--- config.mk ---
export PLATFORM = sky130hd
export DESIGN_NAME = washer_ctrl_param
export DESIGN_NICKNAME = d
export VERILOG_FILES = /design/src/rtl/washer_ctrl_param.sv
export SDC_FILE = /design/constraint.sdc
export NUM_CORES = 1
export LEC_CHECK = 0
export CAP_MARGIN = 10
export CORE_ASPECT_RATIO = 0.8
export CORE_MARGIN = 2
export CORE_UTILIZATION = 56
export DETAILED_ROUTE_END_ITERATION = 6
export PLACE_DENSITY_LB_ADDON = 0.3
export SLEW_MARGIN = 40
export SYNTH_ARGS = -nofsm -noshare
export SYNTH_HDL_FRONTEND = slang
export SYNTH_SLANG_ARGS = --single-unit
--- constraint.sdc ---
create_clock -name clk -period 4.4 [get_ports clk]
set_input_delay 0.44 -clock clk [delete_from_list [all_inputs] [get_ports clk]]
set_output_delay 0.44 -clock clk [all_outputs]
set_load 0.02 [all_outputs]
--- src/rtl/washer_ctrl_param.sv ---
// Washing-machine sequencer with internal wash/rinse/spin timers, rinse count, pause and sensor timeouts.
// Latency: state changes one clock after the qualifying input is sampled; outputs decode registered state only.
// Backpressure: none; pause freezes the timed phases, and sensor waits fault to ERROR after TIMEOUT_CYCLES.
module washer_ctrl_param #(
  parameter int WASH_CYCLES    = 8,
  parameter int RINSE_CYCLES   = 6,
  parameter int SPIN_CYCLES    = 4,
  parameter int TIMEOUT_CYCLES = 16,
  parameter int MAX_RINSES     = 3,
  parameter int CW             = 8,
  parameter int RW             = 2
) (
  input  logic          clk,
  input  logic          rst,
  input  logic          start,
  input  logic          doorclose,
  input  logic          filled,
  input  logic          detergent,
  input  logic          drained,
  input  logic          pause,
  input  logic [RW-1:0] rinse_count,
  output logic          doorlock,
  output logic          fillvalve_on,
  output logic          drainvalve_on,
  output logic          soap_wash,
  output logic          water_wash,
  output logic          motor_on,
  output logic          done,
  output logic          error,
  output logic [3:0]    state
);

  typedef enum logic [3:0] {
    S_IDLE  = 4'd0,
    S_FILL  = 4'd1,
    S_DET   = 4'd2,
    S_WASH  = 4'd3,
    S_RINSE = 4'd4,
    S_DRAIN = 4'd5,
    S_SPIN  = 4'd6,
    S_DONE  = 4'd7,
    S_ERROR = 4'd8
  } state_t;

  // Last timer value of each phase; the transition fires on the edge that sees it.
  localparam logic [CW-1:0] L_WASH_LAST  = CW'(WASH_CYCLES - 1);
  localparam logic [CW-1:0] L_RINSE_LAST = CW'(RINSE_CYCLES - 1);
  localparam logic [CW-1:0] L_SPIN_LAST  = CW'(SPIN_CYCLES - 1);
  localparam logic [CW-1:0] L_TO_LAST    = CW'(TIMEOUT_CYCLES - 1);

  state_t          r_state;
  state_t          w_next;
  logic [CW-1:0]   r_timer;
  logic [RW-1:0]   r_rinses_left;
  logic            r_phase;        // 0: first fill feeds the wash, 1: fills feed a rinse
  logic            r_paused;       // pause was honoured on the last edge; masks the motor
  logic            w_door_fault;
  logic            w_active;       // states whose timer advances
  logic            w_hold;         // pause freezes the current timed phase
  logic            w_load;         // cycle start: capture rinse count
  logic            w_dec;          // a rinse pass begins
  logic [RW-1:0]   w_rinse_init;

  // Requested rinse count saturated at MAX_RINSES.
  always_comb begin
    w_rinse_init = rinse_count;
    if (int'(rinse_count) > MAX_RINSES) begin
      w_rinse_init = RW'(MAX_RINSES);
    end
  end

  // State register and per-state bookkeeping.
  always_ff @(posedge clk or posedge rst) begin
    if (rst) begin
      r_state       <= S_IDLE;
      r_timer       <= '0;
      r_rinses_left <= '0;
      r_phase       <= 1'b0;
      r_paused      <= 1'b0;
    end else begin
      r_state  <= w_next;
      r_paused <= w_hold;
      if (w_next != r_state) begin
        r_timer <= '0;
      end else if (w_active && !w_hold) begin
        r_timer <= r_timer + 1'b1;
      end
      if (w_load) begin
        r_rinses_left <= w_rinse_init;
        r_phase       <= 1'b0;
      end else if (w_dec) begin
        r_rinses_left <= r_rinses_left - 1'b1;
        r_phase       <= 1'b1;
      end
    end
  end

  // Next-state logic and Moore output decode.
  always_comb begin
    w_next        = r_state;
    w_hold        = 1'b0;
    w_load        = 1'b0;
    w_dec         = 1'b0;
    w_active      = 1'b0;
    w_door_fault  = 1'b0;
    doorlock      = 1'b0;
    fillvalve_on  = 1'b0;
    drainvalve_on = 1'b0;
    soap_wash     = 1'b0;
    water_wash    = 1'b0;
    motor_on      = 1'b0;
    done          = 1'b0;
    error         = 1'b0;

    case (r_state)
      S_IDLE: begin
        if (start && doorclose) begin
          w_next = S_FILL;
          w_load = 1'b1;
        end
      end
      S_FILL: begin
        w_active     = 1'b1;
        doorlock     = 1'b1;
        fillvalve_on = 1'b1;
        if (filled) begin
          w_next = r_phase ? S_RINSE : S_DET;
        end else if (r_timer == L_TO_LAST) begin
          w_next = S_ERROR;
        end
      end
      S_DET: begin
        w_active = 1'b1;
        doorlock = 1'b1;
        if (detergent) begin
          w_next = S_WASH;
        end else if (r_timer == L_TO_LAST) begin
          w_next = S_ERROR;
        end
      end
      S_WASH: begin
        w_active  = 1'b1;
        w_hold    = pause;
        doorlock  = 1'b1;
        soap_wash = 1'b1;
        motor_on  = !r_paused;
        if (!pause && r_timer == L_WASH_LAST) begin
          w_next = S_DRAIN;
        end
      end
      S_RINSE: begin
        w_active   = 1'b1;
        w_hold     = pause;
        doorlock   = 1'b1;
        water_wash = 1'b1;
        motor_on   = !r_paused;
        if (!pause && r_timer == L_RINSE_LAST) begin
          w_next = S_DRAIN;
        end
      end
      S_DRAIN: begin
        w_active      = 1'b1;
        doorlock      = 1'b1;
        drainvalve_on = 1'b1;
        if (drained) begin
          if (r_rinses_left != '0) begin
            w_next = S_FILL;
            w_dec  = 1'b1;
          end else begin
            w_next = S_SPIN;
          end
        end else if (r_timer == L_TO_LAST) begin
          w_next = S_ERROR;
        end
      end
      S_SPIN: begin
        w_active      = 1'b1;
        w_hold        = pause;
        doorlock      = 1'b1;
        drainvalve_on = 1'b1;
        motor_on      = !r_paused;
        if (!pause && r_timer == L_SPIN_LAST) begin
          w_next = S_DONE;
        end
      end
      S_DONE: begin
        done = 1'b1;
        if (!start) begin
          w_next = S_IDLE;
        end
      end
      S_ERROR: begin
        error = 1'b1;
      end
      default: begin
        w_next = S_ERROR;
      end
    endcase

    // An opened door while the drum is in use overrides everything else.
    w_door_fault = (r_state inside {S_FILL, S_DET, S_WASH, S_RINSE, S_DRAIN, S_SPIN}) && !doorclose;
    if (w_door_fault) begin
      w_next = S_ERROR;
      w_hold = 1'b0;
      w_dec  = 1'b0;
    end
  end

  assign state = r_state;

endmodule

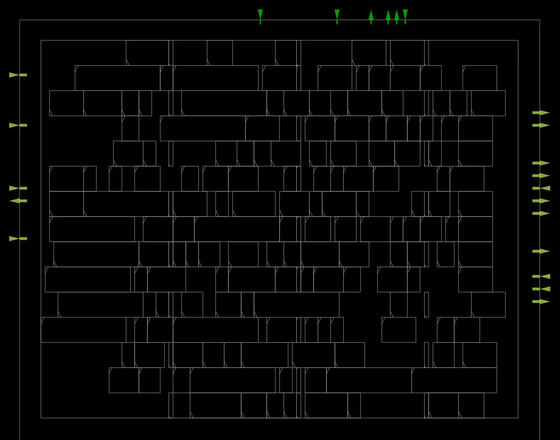
(images/final_placement.png)
fraction of standard cell area that is sequential: 27.63%
layout sequential cell count: 16
placeable core region: 2102 um2
Layout Utilization: 68.93%

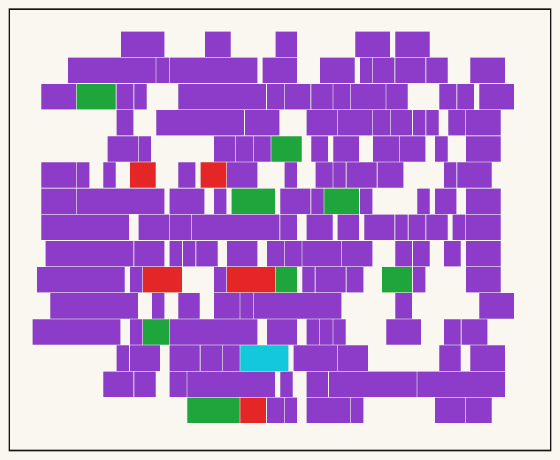
(images/drive_strength.png)
legend:
  drive 6 and up:
    color: cyan
    cells: 1
    share: 0.62%
  drive 2:
    color: green
    cells: 8
    share: 4.9%
  drive 1 or less:
    color: purple
    cells: 148
    share: 91%
  drive 3 to 4:
    color: red
    cells: 5
    share: 3.1%

==> results.txt <==
Flow results are below.

- The flow ran to the end, and the final reports show no timing, DRC or antenna violations.
- The worst reg2reg path depth is 6, for reference.
- The wire length of the first global-routing pass is about 5.0 mm, for reference.
- The layout report gives the multi-input gate share of total cell area as roughly half.
- The main kind of combinational logic by area is simple AND/OR/NAND/NOR gates, for reference.
- For this run, the number of standard cells in the final layout without fillers is between 150 and 200.
- The area taken by sequential standard cells is reported as roughly 400 um2.
- The kind of cell with the highest combined delay along the critical path is flip-flops.
- Port buffering added 21 buffers.
- The TritonCTS buffer count is 3, for reference.
- The sort of element at the end of the critical path is a primary output, for reference.
- The clock passes through at most 2 buffers.
- The largest contributor to cell area by class is combinational gates, for reference.
- The clock skew after layout is ~7 ps, for reference.
- Measured against its own limit, the worst slew margin works out to 54.14%.
- The synthesized netlist occupies a cell area of between 1000 and 1500 um2.
- The tally of clock buffers in the finished layout is 4, for reference.
- In the final report, the number of hold violations comes to 0.
- The highest clock frequency the design can meet is around 360 MHz, for reference.
- The overall routing resource usage is between 20% and 30%, for reference.
- The area growth from synthesis to layout is 18.89%, for reference.
- The final antenna diode tally reported by the flow is 0.
- In the placement report, post-DP HPWL is listed as 2.229 mm.
- In the Yosys report, the sequential cells make up 32.85% of the chip area.
- The filler cell count is 164, for reference.
- The analysis reports a worst IR drop on VDD of roughly 0.19 mV.
- The post-layout period usage of the worst path is a little over three fifths, for reference.
- In this run, the synthesized area fraction spent on adder and majority cells is recorded as 3.080%.
- The async set-reset flop share out of synthesis is 100.0%, for reference.
- The largest total area in the synthesized netlist belongs to sky130_fd_sc_hd__dfrtp_1.
- The average cell area after synthesis is roughly 8.5 um2, for reference.
metrics by stage:
| step | util, % | hold slack [ps] | setup slack, ps |
|---|---|---|---|
| finish | 68.93 | 502.2 | 1630 |
| global route | 68.93 | 553.6 | 1463 |
| CTS | 68.93 | 515.5 | 1639 |
| detailed placement | 67.20 | 504.1 | 1750 |
| global placement | 67.20 | 494.8 | 1849 |
| floorplan | - | 353.7 | 1900 |
power breakdown:
part | switching [W] | internal [W] | leakage (nW)
Clock | 0.0000469 | 0.0000505 | 0.0210
Sequential | 0.0000114 | 0.000155 | 0.214
Combinational | 0.0000287 | 0.0000290 | 0.351
Total | 0.0000870 | 0.000234 | 0.585
layer usage:
| metal | up-vias | routed length [um] | global-route usage [%] |
|---|---|---|---|
| li1 | 561 | - | - |
| met1 | 537 | 1293 | 33.51 |
| met2 | 41 | 1365 | 40.94 |
| met3 | 4 | 197 | 5.398 |
| met4 | 0 | 38 | 12.86 |
| met5 | - | 0 | 0 |
flip-flops by register name (all words and copies together) (netlist names):
register / count
r_timer: 8
state: 4
r_paused: 1
r_phase: 1
r_rinses_left: 2
cells by family (layout without fill, tap and decap cells):
family                   Yosys count  in the layout
AND-OR/OR-AND                     29             29
XOR/XNOR                           8              8
adder cells (fa/ha/maj)            3              3
buffers and inverters             17             36
flip-flops                        16             16
multiplexers                       1              1
AND/OR/NAND/NOR                   69             69
placed cells by master, fill, tap and decap left out, drive strengths merged, types with 4 or more instances in the layout:
master,count
nor2,16
o21ai,5
dfrtp,16
nand2b,4
nor3,10
nor2b,5
nand3,4
inv,11
a21oi,7
nand2,7
clkbuf,4
clkdlybuf4s50,21
xnor2,8
Power is estimated from default activity; no workload was simulated.
